`config.mk`:
```
export PLATFORM = sky130hd
export DESIGN_NAME = obi_rr_bank_arbiter
export DESIGN_NICKNAME = d
export VERILOG_FILES = /design/src/rtl/obi_rr_arb_pkg.sv /design/src/rtl/obi_arb_id_fifo.sv /design/src/rtl/obi_rr_bank_arbiter.sv
export SDC_FILE = /design/constraint.sdc
export NUM_CORES = 1
export LEC_CHECK = 0
export CAP_MARGIN = 20
export CORE_AREA = 2 2 165 167
export DETAILED_ROUTE_END_ITERATION = 7
export DIE_AREA = 0 0 167 169
export HOLD_SLACK_MARGIN = 0.08
export PLACE_DENSITY_LB_ADDON = 0.25
export RECOVER_POWER = 25
export SYNTH_ARGS = -nofsm -noshare
export SYNTH_HDL_FRONTEND = slang
export SYNTH_SLANG_ARGS = --single-unit
```
`constraint.sdc`:
```
create_clock -name clk_i -period 4.05 [get_ports clk_i]
set_input_delay 0.6075 -clock clk_i [delete_from_list [all_inputs] [get_ports clk_i]]
set_output_delay 0.6075 -clock clk_i [all_outputs]
set_load 0.02 [all_outputs]
```
`src/rtl/obi_rr_arb_pkg.sv`:
```
// Shared OBI types and the round-robin pick helper for obi_rr_bank_arbiter.
// rr_pick searches a fixed-width request vector, so any master count up to ARB_MAX_M works.
package obi_rr_arb_pkg;

  typedef struct packed {
    logic        req;
    logic        we;
    logic [3:0]  be;
    logic [31:0] addr;
    logic [31:0] wdata;
  } obi_req_t;

  typedef struct packed {
    logic        gnt;
    logic        rvalid;
    logic [31:0] rdata;
  } obi_resp_t;

  localparam int ARB_MAX_M           = 16;
  localparam int ARB_IDX_MAX_W       = 4;
  localparam int ARB_MAX_OUTSTANDING = 2;

  typedef logic [$clog2(ARB_MAX_OUTSTANDING+1)-1:0] fifo_cnt_t;

  typedef struct packed {
    logic                     valid;
    logic [ARB_MAX_M-1:0]     onehot;
    logic [ARB_IDX_MAX_W-1:0] idx;
  } rr_pick_t;

  // Walk offsets from high to low so the nearest requester at or after ptr wins.
  function automatic rr_pick_t rr_pick(input logic [ARB_MAX_M-1:0]     req_vec,
                                       input logic [ARB_IDX_MAX_W-1:0] ptr,
                                       input int                       n);
    rr_pick_t                 r;
    int                       k;
    logic [ARB_IDX_MAX_W-1:0] k4;
    r = '0;
    for (int i = ARB_MAX_M - 1; i >= 0; i--) begin
      if (i < n) begin
        k = int'(ptr) + i;
        if (k >= n) k = k - n;
        k4 = k[ARB_IDX_MAX_W-1:0];
        if (req_vec[k4]) begin
          r.valid = 1'b1;
          r.idx   = k4;
        end
      end
    end
    r.onehot[r.idx] = r.valid;
    return r;
  endfunction

endpackage

```
`src/rtl/obi_arb_id_fifo.sv`:
```
// In-order FIFO of granted master indices; head selects who receives the next rvalid.
// Pointers and count reset asynchronously; storage is not reset.
module obi_arb_id_fifo #(
  parameter int DEPTH = 2,
  parameter int WIDTH = 2,
  parameter int CNT_W = $clog2(DEPTH + 1)
) (
  input  logic             clk,
  input  logic             rst,
  input  logic             push,
  input  logic             pop,
  input  logic [WIDTH-1:0] wdata,
  output logic [WIDTH-1:0] rdata,
  output logic             full,
  output logic             empty,
  output logic [CNT_W-1:0] count
);

  localparam int PTR_W = (DEPTH > 1) ? $clog2(DEPTH) : 1;

  logic [WIDTH-1:0] mem [DEPTH];
  logic [PTR_W-1:0] wr_ptr, rd_ptr;

  function automatic logic [PTR_W-1:0] ptr_inc(input logic [PTR_W-1:0] p);
    return (p == PTR_W'(DEPTH - 1)) ? '0 : p + 1'b1;
  endfunction

  always_ff @(posedge clk or posedge rst) begin
    if (rst) begin
      wr_ptr <= '0;
      rd_ptr <= '0;
      count  <= '0;
    end else begin
      if (push) wr_ptr <= ptr_inc(wr_ptr);
      if (pop)  rd_ptr <= ptr_inc(rd_ptr);
      case ({push, pop})
        2'b10:   count <= count + 1'b1;
        2'b01:   count <= count - 1'b1;
        default: count <= count;
      endcase
    end
  end

  always_ff @(posedge clk) begin
    if (push) mem[wr_ptr] <= wdata;
  end

  assign rdata = mem[rd_ptr];
  assign full  = (count == CNT_W'(DEPTH));
  assign empty = (count == '0);

endmodule

```
`src/rtl/obi_rr_bank_arbiter.sv`:
```
// Round-robin arbiter sharing one OBI slave among NUM_MASTERS requesters, with in-order response routing.
// Optional per-master stall counters when OBI_RR_ARB_STALL_CNT_EN is defined.
module obi_rr_bank_arbiter
  import obi_rr_arb_pkg::*;
#(
  parameter int NUM_MASTERS     = 3,
  parameter int MAX_OUTSTANDING = ARB_MAX_OUTSTANDING,
  parameter int IDX_W           = $clog2(NUM_MASTERS)
) (
  input  logic      clk_i,
  input  logic      rst_i,
  input  obi_req_t  master_req_i  [NUM_MASTERS],
  output obi_resp_t master_resp_o [NUM_MASTERS],
  output obi_req_t  slave_req_o,
  input  obi_resp_t slave_resp_i,
  output logic      busy_o,
  output logic      err_unexp_rvalid_o
`ifdef OBI_RR_ARB_STALL_CNT_EN
  ,
  output logic [32*NUM_MASTERS-1:0] stall_cnt_o
`endif
);

  localparam int CNT_W = $clog2(MAX_OUTSTANDING + 1);

  logic [IDX_W-1:0]     rr_ptr, cand, lock_idx, head_idx;
  logic                 lock_vld;
  logic [ARB_MAX_M-1:0] req_vec;
  rr_pick_t             pick;
  logic                 any_req, full, empty, pop, sreq, hs;
  logic [CNT_W-1:0]     count;
  logic [NUM_MASTERS-1:0] gnt_vec;
  logic                 unused_pick;

  always_comb begin
    req_vec = '0;
    for (int i = 0; i < NUM_MASTERS; i++) req_vec[i] = master_req_i[i].req;
  end

  assign pick        = rr_pick(req_vec, ARB_IDX_MAX_W'(rr_ptr), NUM_MASTERS);
  assign unused_pick = ^{pick.onehot, pick.idx};
  assign any_req     = pick.valid;

  // A waiting candidate stays selected until its handshake, even if a nearer master appears.
  assign cand = (lock_vld && master_req_i[lock_idx].req) ? lock_idx : pick.idx[IDX_W-1:0];
  assign pop  = slave_resp_i.rvalid & ~empty;
  assign sreq = any_req & (~full | pop) & ~rst_i;
  assign hs   = sreq & slave_resp_i.gnt;

  always_comb begin
    slave_req_o = '0;
    if (any_req) slave_req_o = master_req_i[cand];
    slave_req_o.req = sreq;
  end

  always_comb begin
    for (int i = 0; i < NUM_MASTERS; i++) begin
      master_resp_o[i]        = '0;
      gnt_vec[i]              = hs && (cand == IDX_W'(i));
      master_resp_o[i].gnt    = gnt_vec[i];
      master_resp_o[i].rvalid = pop && (head_idx == IDX_W'(i));
      master_resp_o[i].rdata  = master_resp_o[i].rvalid ? slave_resp_i.rdata : '0;
    end
  end

  always_ff @(posedge clk_i or posedge rst_i) begin
    if (rst_i) begin
      rr_ptr             <= '0;
      lock_vld           <= 1'b0;
      lock_idx           <= '0;
      err_unexp_rvalid_o <= 1'b0;
    end else begin
      err_unexp_rvalid_o <= slave_resp_i.rvalid & empty;
      if (hs) begin
        rr_ptr   <= (cand == IDX_W'(NUM_MASTERS - 1)) ? '0 : cand + 1'b1;
        lock_vld <= 1'b0;
      end else if (sreq) begin
        lock_vld <= 1'b1;
        lock_idx <= cand;
      end
    end
  end

  obi_arb_id_fifo #(
    .DEPTH (MAX_OUTSTANDING),
    .WIDTH (IDX_W),
    .CNT_W (CNT_W)
  ) u_id_fifo (
    .clk   (clk_i),
    .rst   (rst_i),
    .push  (hs),
    .pop   (pop),
    .wdata (cand),
    .rdata (head_idx),
    .full  (full),
    .empty (empty),
    .count (count)
  );

  assign busy_o = (count != '0);

`ifdef OBI_RR_ARB_STALL_CNT_EN
  logic [31:0] stall_cnt [NUM_MASTERS];

  always_ff @(posedge clk_i or posedge rst_i) begin
    if (rst_i) begin
      for (int i = 0; i < NUM_MASTERS; i++) stall_cnt[i] <= '0;
    end else begin
      for (int i = 0; i < NUM_MASTERS; i++)
        if (master_req_i[i].req && !gnt_vec[i] && (stall_cnt[i] != 32'hFFFF_FFFF))
          stall_cnt[i] <= stall_cnt[i] + 32'd1;
    end
  end

  always_comb begin
    for (int i = 0; i < NUM_MASTERS; i++) stall_cnt_o[32*i +: 32] = stall_cnt[i];
  end
`endif

endmodule

```
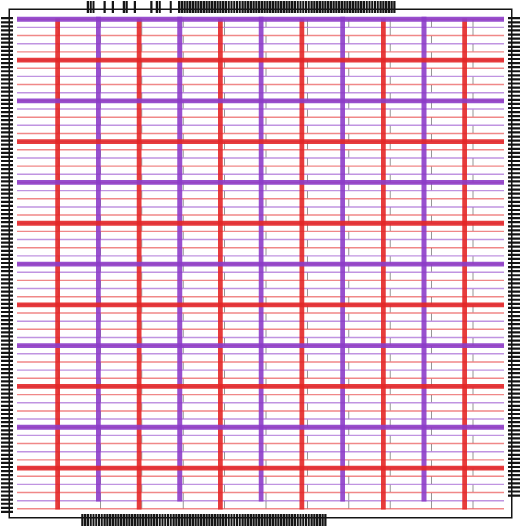
(run_1/power_grid.png)
Scale: 3 px per um. Pins as bars on the die edge. Tap cells in grey.
[purple] VDD
[red] VSS
tap cells: 341
signal pins: 420
Die W: 167 um
Peak VDD IR: 0.800 mV
DIE HEIGHT: 169 um
CORE AREA: 26500 um2

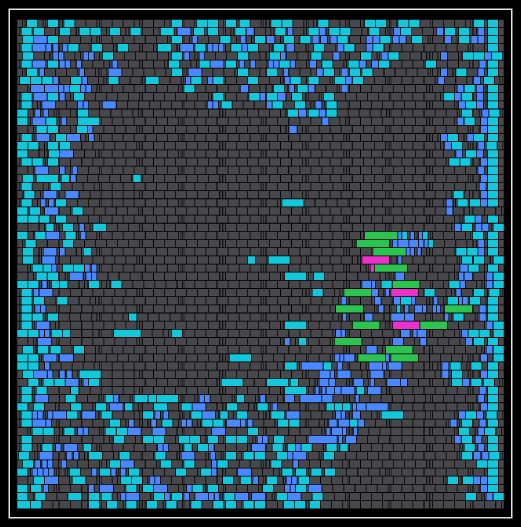
(run_1/placement_by_type.png)
Scale: 3 px per um. Fill, decap, tap and diode cells in grey.
[blue] combinational and other logic | cells: 391
[cyan] other buffers and delay cells | cells: 465
[green] flops | cells: 14
[magenta] clock drivers and dummy loads | cells: 4
final design utilization: 31.5%
sequential share of cell area: 4.43%
row cnt: 60

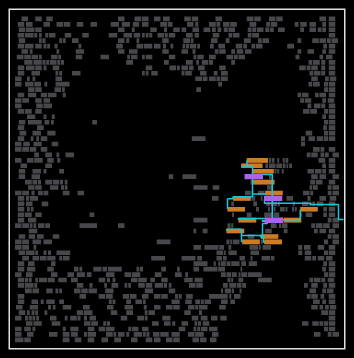
(run_1/clk_routes.png)
Scale: 2 px per um.
[purple] clock drivers | count: 3
[orange] flip-flops | count: 14
[cyan] clock wires | length: 225 um
routed clock nets: 4
Setup Skew: 2.75 ps
P_clk: 0.190 mW
clk_lat worst skew: 240 ps

==> reports/metrics.csv, run 1 <==
stage,metric,value,unit
timing,post-route-period-util,96.3,%
timing,slew_violations,0,
setup_path,end_kind,primary output,
yosys,topCellsByArea,"a22oi_2 (22%), and2_1 (18%), a21oi_1 (11%), nand3_1 (10%), dfrtp_1 (7.3%)",
setup_path,crit_chain,"clkdlybuf4s50_1, buf_4, and4b_1, a211o_1, o22ai_4, buf_12, buf_12, nand3_1, a21oi_1, clkdlybuf4s50_1",
place,place_congestion,0.816,
cts,cts-resized-gates,0,
setup_path,crit_family,buffers and inverters,
cells_and_area,seq_area,370,um2
job,warnings,31,
floorplanning,io_pins,420,
power_and_ir_drop,total_leakage_power,3.22,nW
yosys,yosysTopAreaCellShare,22.0,%
routing,post_drt_wl_per_cell,16.8,um
setup_path,r2r_start,rr_ptr[1],
cts,cts_sinks,14,
grt,grt_max_degree,51,
grt,busiest_layer,met2,
cells_and_area,fin_nets,1127,
yosys,synthTopLogicFamily,AND-OR/OR-AND gates,
yosys,yosys_cells,455,
cells_and_area,logic_gate_count,380,
cells_and_area,top_register,u_id_fifo.mem,
timing,hold_slack,481,ps
timing,tightest_slew,627,ps
power_and_ir_drop,powerComb,8.09,mW
cells_and_area,buffers,465,
setup_path,crit_cells,10,
cells_and_area,final_cell_mix,"clkdlybuf4s50_1 (386), and2_1 (96), a21oi_1 (72), nand3_1 (69), a22oi_2 (60)",
timing,fin_ws,149,ps
grt,grt_use_total,13.2,%
routing,highest_layer,met5,
setup_path,cp-start-kind,input port,
timing,tns,0,ps
setup_path,worstPathArrival,3290,ps
grt,met2_usage,26.0,%
setup_path,r2r_slack,1090,ps
yosys,synth-edff-count,4,
grt,grtUsageMet1,14.1,%
cells_and_area,clock_buffers,4,
power_and_ir_drop,clkPwrFrac,2.2,%
yosys,synth-seq-cells,14,
power_and_ir_drop,p_seq,0.285,mW
yosys,syn_nets,707,
yosys,synth_chip_area,3410,um2
power_and_ir_drop,p_seq_share,3.3,%
place,post-place-cells,1209,
grt,grt_pass1_wl,29600,um
setup_path,crit_start,master_req_i[69],
routing,met1_length,7520,um
timing,post-route-min-period,3900,ps
setup_path,critPathRequiredTime,3440,ps
place,dp_hpwl,16900,um
yosys,yosys-top-cells-count,"and2_1 (96), a21oi_1 (72), nand3_1 (69)",
cells_and_area,lay_top_count,clkdlybuf4s50_1,
cells_and_area,combGateArea,2690,um2
cts,cts_tree,built,
cells_and_area,drive_gt1_share,13.7,%
yosys,synthMuxAreaShare,1.47,%
cells_and_area,synthToLayoutAreaGrowth,145,%
yosys,simple_gate_share,33.9,%
yosys,synth_cell_types,46,
setup_path,cp_slowest_cell,clkdlybuf4s50_1,
cells_and_area,largest_cell_class,non-clock buffers,
hold_path,hold_path_startpoint,u_id_fifo.count[1],
routing,vias,5085,
hold_path,hold_path_class,reg -> reg,
grt,grtUsageMet3,3.55,%
power_and_ir_drop,power_top_consumer,combinational logic,
timing,finalHoldViolCount,0,
floorplanning,die_area,28200,um2
cts,root_buffer,clkbuf_16,
power_and_ir_drop,p_int,4.10,mW
cells_and_area,seq_cells,14,
yosys,synth_area_per_cell,7.49,um2
cts,cts.path.max_buffers,2,
cells_and_area,nonClkBufAreaFrac,56.7,%
cells_and_area,final_cell_count_no_fill,1216,
yosys,ys_async_sr_fraction,71.4,%
grt,antenna_found_initial,3,
status,status,"finished, final reports clean",
routing,drc,0,
yosys,ff_type,dfrtp_1,
cells_and_area,diodes,1,
cells_and_area,largest_register_ff_count,4,
power_and_ir_drop,swShare,52.1,%
setup_path,r2r_end,u_id_fifo.mem[0][0],
cts,cts_made_buffers,3,
cells_and_area,clock_cell_area_share,0.944,%
floorplanning,nWellTaps,341,
grt,overflow,0,
yosys,yosys_warnings,0,
power_and_ir_drop,power_density,1030,nW/um2
setup_path,slowest_delay,630,ps
power_and_ir_drop,p_sw,4.46,mW
setup_path,crit_path_max_fanout,23,
job,maxCapViolCount,0,
routing,wl_met3,1740,um
cells_and_area,final_cell_area,8350,um2
routing,routed_wl,20400,um
routing,final_antenna_net_count,0,
cts,ctsHoldBuffers,0,
cts,cts_setup_buffers,0,
timing,setup_viol,0,
setup_path,worst-setup-path-type,in -> out,
yosys,synth-adder-area-share,2.20,%
setup_path,cp-endpoint,slave_req_o[0],
place,io_buffers,419,
cells_and_area,sh_comb_area,32.2,%
hold_path,min_delay_path_depth,1,
yosys,ys_seq_share,10.9,%
grt,first_global_vias,5137,
## Run 2: what changed since run 1
--- a/config.mk
+++ b/config.mk
@@ -10,6 +10,7 @@
 export DETAILED_ROUTE_END_ITERATION = 7
 export DIE_AREA = 0 0 167 169
 export HOLD_SLACK_MARGIN = 0.08
+export MAX_ROUTING_LAYER = met4
 export PLACE_DENSITY_LB_ADDON = 0.25
 export RECOVER_POWER = 25
 export SYNTH_ARGS = -nofsm -noshare
==> run 2 against run 1 <==
Net effect: global-route usage is 0.38 points higher; sequential share of layout area about the same; hold slack about the same; power about the same; core utilization barely moved; clock power is essentially flat.
==> reports/metrics.csv, run 2 <==
stage,metric,value,unit,change
cells_and_area,largest_register_ff_count,4,,unchanged
yosys,yosys_warnings,0,,unchanged
cells_and_area,fin_nets,1127,,unchanged
place,dp_hpwl,16900,um,unchanged
yosys,yosysTopAreaCellShare,22.0,%,unchanged
job,warnings,31,,unchanged
setup_path,crit_family,buffers and inverters,,
routing,vias,5065,,-0.39%
grt,grt_pass1_wl,29600,um,-0.12%
routing,post_drt_wl_per_cell,16.8,um,about the same
setup_path,cp-start-kind,input port,,
cts,ctsHoldBuffers,0,,unchanged
floorplanning,io_pins,420,,unchanged
floorplanning,die_y,169,um,unchanged
cells_and_area,sh_comb_area,32.2,%,about the same
power_and_ir_drop,power_density,1020,nW/um2,about the same
cells_and_area,largest_cell_class,non-clock buffers,,
yosys,yosys_cells,455,,unchanged
setup_path,crit_path_max_fanout,23,,unchanged
hold_path,min_delay_path_depth,1,,unchanged
grt,antenna_found_initial,3,,unchanged
cells_and_area,combGateArea,2690,um2,unchanged
power_and_ir_drop,ir_drop,0.800,mV,about the same
timing,tightest_slew,652,ps,+25.1 ps
yosys,synth-seq-cells,14,,unchanged
timing,fin_ws,149,ps,+0.0480 ps
cells_and_area,seq_cells,14,,unchanged
timing,slew_violations,0,,unchanged
setup_path,slowest_delay,630,ps,about the same
cts,cts.path.max_buffers,2,,unchanged
setup_path,worstPathArrival,3290,ps,about the same
timing,post-route-min-period,3900,ps,-0.0480 ps
routing,drc,0,,unchanged
cells_and_area,final_cell_mix,"clkdlybuf4s50_1 (386), and2_1 (96), a21oi_1 (72), nand3_1 (69), a22oi_2 (60)",,
yosys,simple_gate_share,33.9,%,unchanged
cells_and_area,seq_area_share,4.43,%,about the same
floorplanning,die-width,167,um,unchanged
cts,cts_setup_buffers,0,,unchanged
cells_and_area,seq_area,370,um2,unchanged
status,status,"finished, final reports clean",,
timing,post-route-period-util,96.3,%,about the same
place,io_buffers,419,,unchanged
cells_and_area,drive_gt1_share,13.7,%,unchanged
cts,root_buffer,clkbuf_16,,
setup_path,end_kind,primary output,,
cells_and_area,buffers,465,,unchanged
power_and_ir_drop,p_sw,4.46,mW,about the same
routing,highest_layer,met4,,
yosys,synth-edff-count,4,,unchanged
grt,busiest_layer,met2,,
setup_path,crit_cells,10,,unchanged
power_and_ir_drop,powerComb,8.09,mW,about the same
routing,final_antenna_net_count,0,,unchanged
yosys,synthTopLogicFamily,AND-OR/OR-AND gates,,
hold_path,hold_path_class,reg -> reg,,
setup_path,r2r_start,rr_ptr[1],,
cells_and_area,lay_top_count,clkdlybuf4s50_1,,
power_and_ir_drop,p_seq,0.284,mW,about the same
power_and_ir_drop,total_leakage_power,3.22,nW,about the same
cells_and_area,clock_cell_area_share,0.943,%,about the same
cts,cts-resized-gates,0,,unchanged
grt,grt_use_total,13.6,%,+0.38 points
floorplanning,nWellTaps,341,,unchanged
power_and_ir_drop,power_top_consumer,combinational logic,,
power_and_ir_drop,p_seq_share,3.3,%,about the same
cells_and_area,top_register,u_id_fifo.mem,,
cells_and_area,final_cell_area,8360,um2,about the same
cells_and_area,nonClkBufAreaFrac,56.7,%,about the same
setup_path,cp-endpoint,slave_req_o[0],,
place,post-place-cells,1209,,unchanged
cells_and_area,diodes,3,,+2
yosys,ys_seq_share,10.9,%,unchanged
setup_path,r2r_slack,1090,ps,about the same
cts,cts_sinks,14,,unchanged
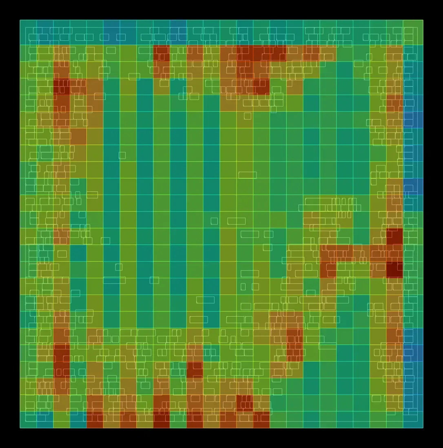
(run_2/congestion.png)
met2 GRT Util: 26.0%
grt met3 use: 2.97%

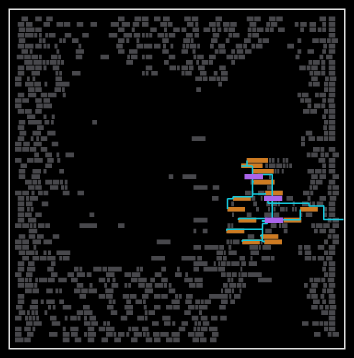
(run_2/clk_routes.png)
Scale: 2 px per um.
[cyan] clock wires | length: 229 um
[purple] clock drivers | count: 3
[orange] flip-flops | count: 14
routed clock nets: 4
P_clk: 0.191 mW
Setup Skew: 3.84 ps
Clock Power Share: 2.2%
clk_lat worst skew: 250 ps

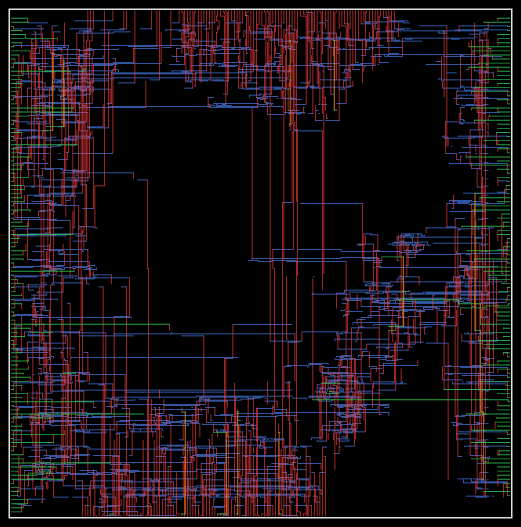
(run_2/wires.png)
Scale: 3 px per um.
[blue] metal 1 | wire length: 7850 um
[green] metal 3 | wire length: 1510 um
[orange] metal 4 | wire length: 346 um
[red] metal 2 | wire length: 10700 um

Power is estimated from default activity; no workload was simulated.
